### src/rtl/pwm_timebase_ctrl_if.sv
// Config and timebase bundle between the register file (master) and the PWM timebase (slave).
interface pwm_timebase_ctrl_if #(
    parameter int CNT_W  = 16,
    parameter int PSC_W  = 8,
    parameter int FUNC_W = 8
);
    logic              cnt_en;
    logic              cnt_clr;
    logic              upnotdown;
    logic [PSC_W-1:0]  prescale;
    logic              cfg_load;
    logic [CNT_W-1:0]  period_in;
    logic [CNT_W-1:0]  compare1_in;
    logic [CNT_W-1:0]  compare2_in;
    logic [FUNC_W-1:0] functions_in;
    logic              one_shot;
    logic [CNT_W-1:0]  count_val;
    logic [CNT_W-1:0]  period;
    logic [CNT_W-1:0]  compare1;
    logic [CNT_W-1:0]  compare2;
    logic [FUNC_W-1:0] functions;
    logic              pwm_en;
    logic              period_done;
    logic              cfg_pending;

    modport master (
        output cnt_en, cnt_clr, upnotdown, prescale, cfg_load, period_in,
               compare1_in, compare2_in, functions_in, one_shot,
        input  count_val, period, compare1, compare2, functions, pwm_en,
               period_done, cfg_pending
    );

    modport slave (
        input  cnt_en, cnt_clr, upnotdown, prescale, cfg_load, period_in,
               compare1_in, compare2_in, functions_in, one_shot,
        output count_val, period, compare1, compare2, functions, pwm_en,
               period_done, cfg_pending
    );
endinterface

### src/rtl/pwm_timebase_ctrl.sv
// PWM timebase: prescaled up/down counter with double-buffered period/compare/functions.
// Optional one-shot mode is built when PWM_ONESHOT_EN is defined.
module pwm_timebase_ctrl #(
    parameter int CNT_W  = 16,
    parameter int PSC_W  = 8,
    parameter int FUNC_W = 8
) (
    input logic                clk,
    input logic                rst,
    pwm_timebase_ctrl_if.slave bus
);
    typedef enum logic {IDLE, RUN} state_t;

    state_t            state, state_nx;
    logic [CNT_W-1:0]  cnt;
    logic [PSC_W-1:0]  psc_cnt;
    logic [CNT_W-1:0]  act_period, act_cmp1, act_cmp2;
    logic [FUNC_W-1:0] act_func;
    logic [PSC_W-1:0]  act_psc;
    logic              act_up;
    logic [CNT_W-1:0]  stg_period, stg_cmp1, stg_cmp2;
    logic [FUNC_W-1:0] stg_func;
    logic [PSC_W-1:0]  stg_psc;
    logic              stg_up;
    logic              pending, done_q, pwm_en_q;
    logic              tick, wrap, apply, dir_chg, os_stop, os_hold;

`ifdef PWM_ONESHOT_EN
    logic os_hold_q;

    // Once a one-shot period completes, hold in IDLE until cnt_en is dropped.
    always_ff @(posedge clk) begin
        if (rst)
            os_hold_q <= 1'b0;
        else if (!bus.cnt_en)
            os_hold_q <= 1'b0;
        else if (os_stop)
            os_hold_q <= 1'b1;
    end

    assign os_hold = os_hold_q;
    assign os_stop = wrap && bus.one_shot;
`else
    logic unused_one_shot;

    assign unused_one_shot = bus.one_shot;
    assign os_hold         = 1'b0;
    assign os_stop         = 1'b0;
`endif

    always_comb begin
        tick    = (state == RUN) && (psc_cnt == act_psc);
        // Up mode wraps on >= so a shrunk period never lets the count run away.
        wrap    = tick && !bus.cnt_clr && (act_up ? (cnt >= act_period) : (cnt == '0));
        apply   = pending && !bus.cnt_clr && (wrap || (state == IDLE));
        dir_chg = apply && (stg_up != act_up);
    end

    always_comb begin
        state_nx = state;
        case (state)
            IDLE: if (bus.cnt_en && !os_hold) state_nx = RUN;
            RUN:  if (!bus.cnt_en || os_stop) state_nx = IDLE;
            default: state_nx = IDLE;
        endcase
    end

    always_ff @(posedge clk) begin
        if (rst) begin
            state      <= IDLE;
            cnt        <= '0;
            psc_cnt    <= '0;
            act_period <= '0;
            act_cmp1   <= '0;
            act_cmp2   <= '0;
            act_func   <= '0;
            act_psc    <= '0;
            act_up     <= 1'b1;
            stg_period <= '0;
            stg_cmp1   <= '0;
            stg_cmp2   <= '0;
            stg_func   <= '0;
            stg_psc    <= '0;
            stg_up     <= 1'b1;
            pending    <= 1'b0;
            done_q     <= 1'b0;
            pwm_en_q   <= 1'b0;
        end else begin
            state    <= state_nx;
            pwm_en_q <= (state == RUN);
            done_q   <= wrap;

            if (bus.cfg_load) begin
                stg_period <= bus.period_in;
                stg_cmp1   <= bus.compare1_in;
                stg_cmp2   <= bus.compare2_in;
                stg_func   <= bus.functions_in;
                stg_psc    <= bus.prescale;
                stg_up     <= bus.upnotdown;
            end

            // A load on the apply edge keeps the flag set for the freshly staged set.
            if (bus.cfg_load)
                pending <= 1'b1;
            else if (apply)
                pending <= 1'b0;

            if (apply) begin
                act_period <= stg_period;
                act_cmp1   <= stg_cmp1;
                act_cmp2   <= stg_cmp2;
                act_func   <= stg_func;
                act_psc    <= stg_psc;
                act_up     <= stg_up;
            end

            if (bus.cnt_clr || (state != RUN) || tick)
                psc_cnt <= '0;
            else
                psc_cnt <= psc_cnt + 1'b1;

            if (bus.cnt_clr)
                cnt <= act_up ? '0 : act_period;
            else if (dir_chg)
                cnt <= stg_up ? '0 : stg_period;
            else if (tick) begin
                if (act_up)
                    cnt <= wrap ? '0 : cnt + 1'b1;
                else if (wrap)
                    cnt <= apply ? stg_period : act_period;
                else
                    cnt <= cnt - 1'b1;
            end
        end
    end

    assign bus.count_val   = cnt;
    assign bus.period      = act_period;
    assign bus.compare1    = act_cmp1;
    assign bus.compare2    = act_cmp2;
    assign bus.functions   = act_func;
    assign bus.pwm_en      = pwm_en_q;
    assign bus.period_done = done_q;
    assign bus.cfg_pending = pending;
endmodule

### src/flat_wrapper.sv
// flat-port wrapper written by rule: the top's interface ports become plain ports
module pwm_timebase_ctrl_flat 
#(
    parameter int CNT_W  = 16,
    parameter int PSC_W  = 8,
    parameter int FUNC_W = 8
)
  (clk, rst, bus_cnt_en, bus_cnt_clr, bus_upnotdown, bus_prescale, bus_cfg_load, bus_period_in, bus_compare1_in, bus_compare2_in, bus_functions_in, bus_one_shot, bus_count_val, bus_period, bus_compare1, bus_compare2, bus_functions, bus_pwm_en, bus_period_done, bus_cfg_pending);
  pwm_timebase_ctrl_if #(.CNT_W(CNT_W), .PSC_W(PSC_W), .FUNC_W(FUNC_W)) bus_i ();
  input logic clk;
  input logic rst;
  input wire logic [$bits(bus_i.cnt_en)-1:0] bus_cnt_en;
  input wire logic [$bits(bus_i.cnt_clr)-1:0] bus_cnt_clr;
  input wire logic [$bits(bus_i.upnotdown)-1:0] bus_upnotdown;
  input wire logic [$bits(bus_i.prescale)-1:0] bus_prescale;
  input wire logic [$bits(bus_i.cfg_load)-1:0] bus_cfg_load;
  input wire logic [$bits(bus_i.period_in)-1:0] bus_period_in;
  input wire logic [$bits(bus_i.compare1_in)-1:0] bus_compare1_in;
  input wire logic [$bits(bus_i.compare2_in)-1:0] bus_compare2_in;
  input wire logic [$bits(bus_i.functions_in)-1:0] bus_functions_in;
  input wire logic [$bits(bus_i.one_shot)-1:0] bus_one_shot;
  output wire logic [$bits(bus_i.count_val)-1:0] bus_count_val;
  output wire logic [$bits(bus_i.period)-1:0] bus_period;
  output wire logic [$bits(bus_i.compare1)-1:0] bus_compare1;
  output wire logic [$bits(bus_i.compare2)-1:0] bus_compare2;
  output wire logic [$bits(bus_i.functions)-1:0] bus_functions;
  output wire logic [$bits(bus_i.pwm_en)-1:0] bus_pwm_en;
  output wire logic [$bits(bus_i.period_done)-1:0] bus_period_done;
  output wire logic [$bits(bus_i.cfg_pending)-1:0] bus_cfg_pending;
  assign bus_i.cnt_en = bus_cnt_en;
  assign bus_i.cnt_clr = bus_cnt_clr;
  assign bus_i.upnotdown = bus_upnotdown;
  assign bus_i.prescale = bus_prescale;
  assign bus_i.cfg_load = bus_cfg_load;
  assign bus_i.period_in = bus_period_in;
  assign bus_i.compare1_in = bus_compare1_in;
  assign bus_i.compare2_in = bus_compare2_in;
  assign bus_i.functions_in = bus_functions_in;
  assign bus_i.one_shot = bus_one_shot;
  assign bus_count_val = bus_i.count_val;
  assign bus_period = bus_i.period;
  assign bus_compare1 = bus_i.compare1;
  assign bus_compare2 = bus_i.compare2;
  assign bus_functions = bus_i.functions;
  assign bus_pwm_en = bus_i.pwm_en;
  assign bus_period_done = bus_i.period_done;
  assign bus_cfg_pending = bus_i.cfg_pending;
  pwm_timebase_ctrl #(.CNT_W(CNT_W), .PSC_W(PSC_W), .FUNC_W(FUNC_W)) u_core (.clk(clk), .rst(rst), .bus(bus_i));
endmodule
### config.mk
export PLATFORM = sky130hd
export DESIGN_NAME = pwm_timebase_ctrl_flat
export DESIGN_NICKNAME = d
export VERILOG_FILES = /design/src/rtl/pwm_timebase_ctrl_if.sv /design/src/rtl/pwm_timebase_ctrl.sv /design/src/flat_wrapper.sv
export SDC_FILE = /design/constraint.sdc
export NUM_CORES = 1
export LEC_CHECK = 0
export CAP_MARGIN = 15
export CORE_MARGIN = 3
export CORE_UTILIZATION = 56
export DETAILED_ROUTE_END_ITERATION = 16
export HOLD_SLACK_MARGIN = 0.02
export PLACE_DENSITY = 0.86
export SKIP_LAST_GASP = 1
export SYNTH_ARGS = -nofsm -noshare
export SYNTH_HDL_FRONTEND = slang
export SYNTH_SLANG_ARGS = --single-unit
export TNS_END_PERCENT = 10
### constraint.sdc
create_clock -name clk -period 4.3 [get_ports clk]
set_input_delay 0.43 -clock clk [delete_from_list [all_inputs] [get_ports clk]]
set_output_delay 0.43 -clock clk [all_outputs]
set_load 0.02 [all_outputs]
Fig. 1: run 1, PDN straps and rails
Pins as bars on the die edge. Tap cells in gray.
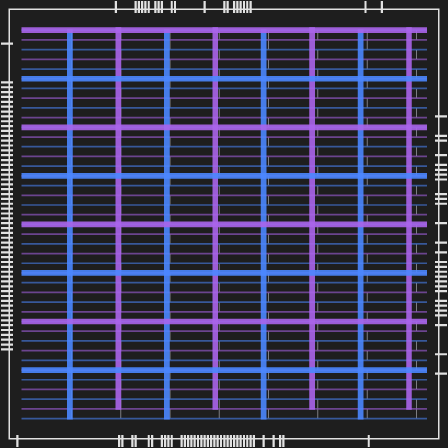
Key: blue = VSS; purple = VDD
8 straps on met5. 8 straps on met4. 146 signal pins sit on the boundary. The core has 40 rows. 41 met1 rails follow the rows.
Die H: 120 um
Die Width: 120 um
Max VDD drop: 326 uV

Fig. 2: run 1, routed clock nets over the placement
Bar = 20 um.
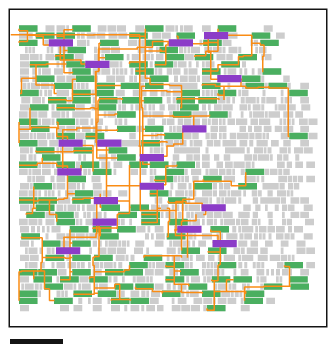
Key: purple = clock drivers [count 17]; green = flip-flops [count 158]; orange = clock wires [length 1820 um]
There are 18 routed clock nets.
worst skew pair latency: 430 ps
P_clk: 1.48 mW
post-route clock skew: 14.5 ps

Fig. 3: run 1, cells colored by class
Bar = 20 um.
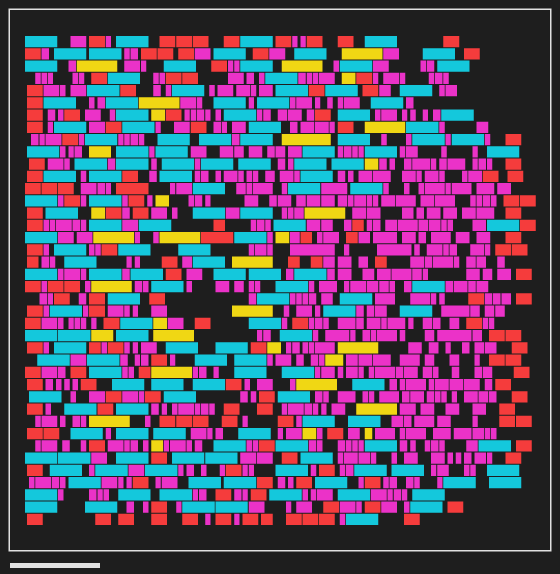
Key: magenta = combinational and other logic [cells 634, share of their area 42%]; cyan = sequential cells [cells 158, share of their area 35%]; yellow = clock drivers and dummy loads [cells 32, share of their area 6.4%]; red = remaining buffers and delay cells [cells 155, share of their area 17%]
Post-Layout Inst Area: 9310 um^2
post-layout util: 75.3%

Fig. 4: run 1, gate-type map
Bar = 20 um.
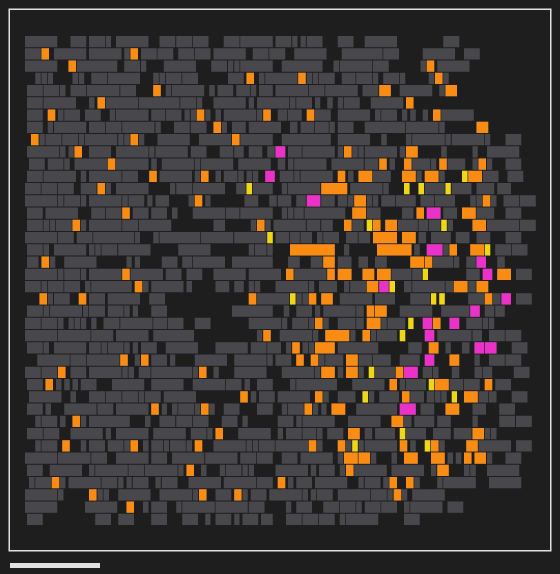
Key: yellow = inv cells [cells 23, most used inv_1]; orange = aoi and oai cells [cells 145, most used a21oi_1, where spread over the die]; magenta = and/or cells [cells 18, most used and3_1, where right middle]
Layout Cells excl Fill: 1147
Commonest Layout Cell: nand2_1
Comb/total area: 39.9%

==> results.toml, run 1 <==
# physical design summary
[place]
hpwl_mm = 12.3
dpl_worst_slack_ps = 937
place_inst = 1115
port_buffers = 144
place_area_um2 = 8720

[run_status]
status = "finished, final reports clean"

[timing]
slew_headroom_pct = 26.7
timing.fmax_mhz = 289
worst_slew_pin_slew_ps = 1100
maxSlewViolCount = 0
period_needed_ps = 3460
finalHoldViolCount = 0
setup_slack_ps = 840

[drt]
vias_per_cell = 5.62
routed.top_layer = "met4"
wl_mm = 18.7
wl_met3_mm = 1.53

[yosys]
synthTopCellsByCount = "nand2_1 (177), dfxtp_1 (158), nor2_1 (96), a21oi_1 (87), mux2i_1 (65)"
top_logic_kind = "simple AND/OR/NAND/NOR gates"
floorplan.nets = 942
aoi_share_pct = 14.1
synth_flops = 158
ys_warn_count = 0
synth-main-ff-cell = "dfxtp_1"
yosysChipArea_um2 = 7270
synthAdderAreaFrac_pct = 3.27

[clock_tree]
clockRootBuffer = "clkbuf_16"
clock_sinks = 158
cts_tree = "yes"
htreeDepth = 4
path_clk_slew_ps = 60

[power_and_ir_drop]
switching_share_pct = 27.6
seq_cell_power_mw = 1.60
power.group.top = "sequential cells"
pwr-share-seq_pct = 44.2
p_comb_share_pct = 15.1
finalPower_mw = 3.63
clkPwrFrac_pct = 40.7

[layout]
nNonClkBuffers = 155
drive_gt1_share_pct = 7.46
logic_area_um2 = 3720
flops = 158

[die]
num_tap_cells = 168
core_util_floorplan_pct = 58.8
die_area_um2 = 14400

[hold_path]
hold_class = "reg2reg"
min_path_cells = 2

[critical_path]
critical_path_class = "reg2reg"
startpoint = "u_core.bus.count_val[0]"

[global_routing]
grt_use_total_pct = 26.0
[run 1: layout by cell type, fill, tap and decap left out, types with 10 or more instances in the layout]
master,instances
ha_1,19
buf_4,11
a221oi_1,15
a211oi_1,12
mux2_2,11
nand3_1,12
dfxtp_1,158
clkdlybuf4s50_1,142
xor2_1,10
nor2_1,96
mux2i_1,65
a21oi_1,86
xnor2_1,18
nand2_1,177
inv_1,23
clkbuf_16,17
[run 1: worst max-delay path, stage by stage (launching register included)]
cell and delay (ps):
dfxtp_1 470, inv_1 150, ha_1 290, nand2b_1 140
a2111oi_0 420, o311ai_1 260, o2111ai_2 480, buf_4 320
mux2_2 350, a221oi_1 280, a211oi_1 130
Fig. 5: run 1, the clock network
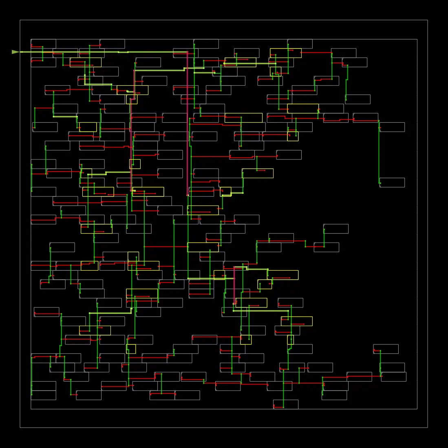

==> run 2, diff against run 1 <==
--- a/config.mk
+++ b/config.mk
@@ -7,10 +7,10 @@
 export LEC_CHECK = 0
 export CAP_MARGIN = 15
 export CORE_MARGIN = 3
-export CORE_UTILIZATION = 56
+export CORE_UTILIZATION = 52
 export DETAILED_ROUTE_END_ITERATION = 16
 export HOLD_SLACK_MARGIN = 0.02
-export PLACE_DENSITY = 0.86
+export PLACE_DENSITY = 0.81
 export SKIP_LAST_GASP = 1
 export SYNTH_ARGS = -nofsm -noshare
 export SYNTH_HDL_FRONTEND = slang
==> constraint.sdc (replaced) <==
create_clock -name clk -period 3.51 [get_ports clk]
set_input_delay 0.351 -clock clk [delete_from_list [all_inputs] [get_ports clk]]
set_output_delay 0.351 -clock clk [all_outputs]
set_load 0.02 [all_outputs]
Fig. 6: run 2, the clock network
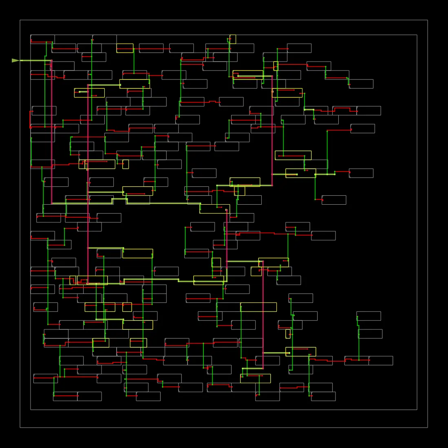
P_clk: 1.82 mW
clk sinks: 158
worst skew pair latency: 420 ps
sequential cells: 158
post-route clock skew: 10.8 ps

Fig. 7: run 2, cells colored by class
Bar = 20 um.
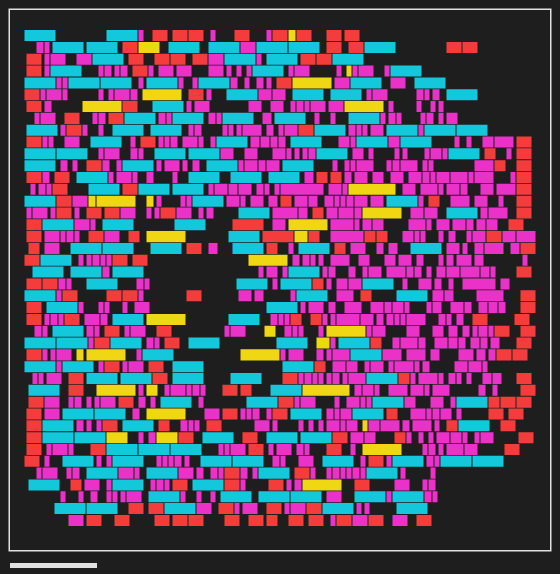
flop share of the area: 33.5%
post-layout util: 70.3%
Core ar.: 13500 um^2
Post-Layout Inst Area: 9450 um^2

==> results.toml, run 2 <==
# physical design summary
[power_and_ir_drop]
power.group.top = "sequential cells"
switching_share_pct = 26.2
seq_cell_power_mw = 1.95
ir_drop_uv = 341
finalPower_mw = 4.48
p_comb_share_pct = 16.0
pwr-share-seq_pct = 43.4

[timing]
worst_slew_pin_slew_ps = 873
slew_headroom_pct = 41.8
timing.fmax_mhz = 310
maxSlewViolCount = 0
finalHoldViolCount = 0
setup_slack_ps = 286
period_needed_ps = 3220

[die]
die-height_um = 124
core_util_floorplan_pct = 54.0
dieWidth_um = 124

[yosys]
top_area_cell = "dfxtp_1"
synthAdderAreaFrac_pct = 3.27
synthTopCellsByCount = "nand2_1 (177), dfxtp_1 (158), nor2_1 (96), a21oi_1 (87), mux2i_1 (65)"
floorplan.nets = 942
synth-main-ff-cell = "dfxtp_1"
synth_flops = 158
top_area_share_pct = 43.5
ys_warn_count = 0
top_logic_kind = "simple AND/OR/NAND/NOR gates"

[place]
port_buffers = 144
dpl_worst_slack_ps = 335

[critical_path]
cp_slowest_cell = "a21oi_4"
path_cells = "inv_1 > ha_1 > and4_2 > nand2_1 > o311ai_1 > buf_4 > o211ai_4 > a21oi_4 > buf_4 > nand2_1 > a21oi_1"
critical_path_class = "reg2reg"
worst-path-buf-inv = 3
cp_top_family = "AND-OR/OR-AND gates"
crit_cells = 11
rrSetupSlack_ps = 290
cp-endpoint = "u_core.bus.compare2[3]"

[layout]
lay_top_count = "nand2_1"
logic_area_um2 = 3720
lay_top_cells = "nand2_1 (177), dfxtp_1 (158), clkdlybuf4s50_1 (142)"
drive_gt1_share_pct = 8.93
stdcell_count = 1173

[drt]
wl_per_cell_um = 16.1
wl_mm = 18.8
vias_per_cell = 5.57

[clock_tree]
clockRootBuffer = "clkbuf_16"
clockBufferDepth = 2
cts_tree = "yes"
path_clk_slew_ps = 60

[hold_path]
min_path_cells = 2

[run_status]
status = "finished, final reports clean"
Fig. 8: run 2, routed clock nets over the placement
Bar = 20 um.
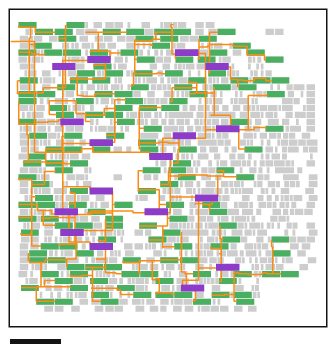
Key: purple = clock drivers [count 17]; orange = clock wires [length 1840 um]; green = flip-flops [count 158]
There are 18 routed clock nets.
clock group share of total power: 40.6%

==> run 2: cell type report <==
| cell class | instances | area share, % |
|---|---|---|
| Timing Repair Buffer | 173 | 17.8 |
| Multi-Input combinational cell | 611 | 39.3 |
| Clock buffer | 22 | 5.02 |
| Inverter | 23 | 0.913 |
| Sequential cell | 158 | 33.5 |
| Clock inverter | 10 | 1.19 |
| Tap cell | 176 | 2.33 |
==> run 2: worst min-delay path: stages (launching register included) <==
cell,delay [ps]
dfxtp_1,310
nand2_1,50
a21oi_1,50
==> run 2: layer usage <==
metal | part of all wire [%] | up-vias | wire length [um]
met1 | 42 | 3052 | 7880
met2 | 47 | 265 | 8890
met4 | 1.9 | 0 | 357
li1 | - | 3177 | -
met3 | 9.1 | 36 | 1710
met5 | 0 | - | 0
No activity file was given, so power comes from the tool's default toggle rates.
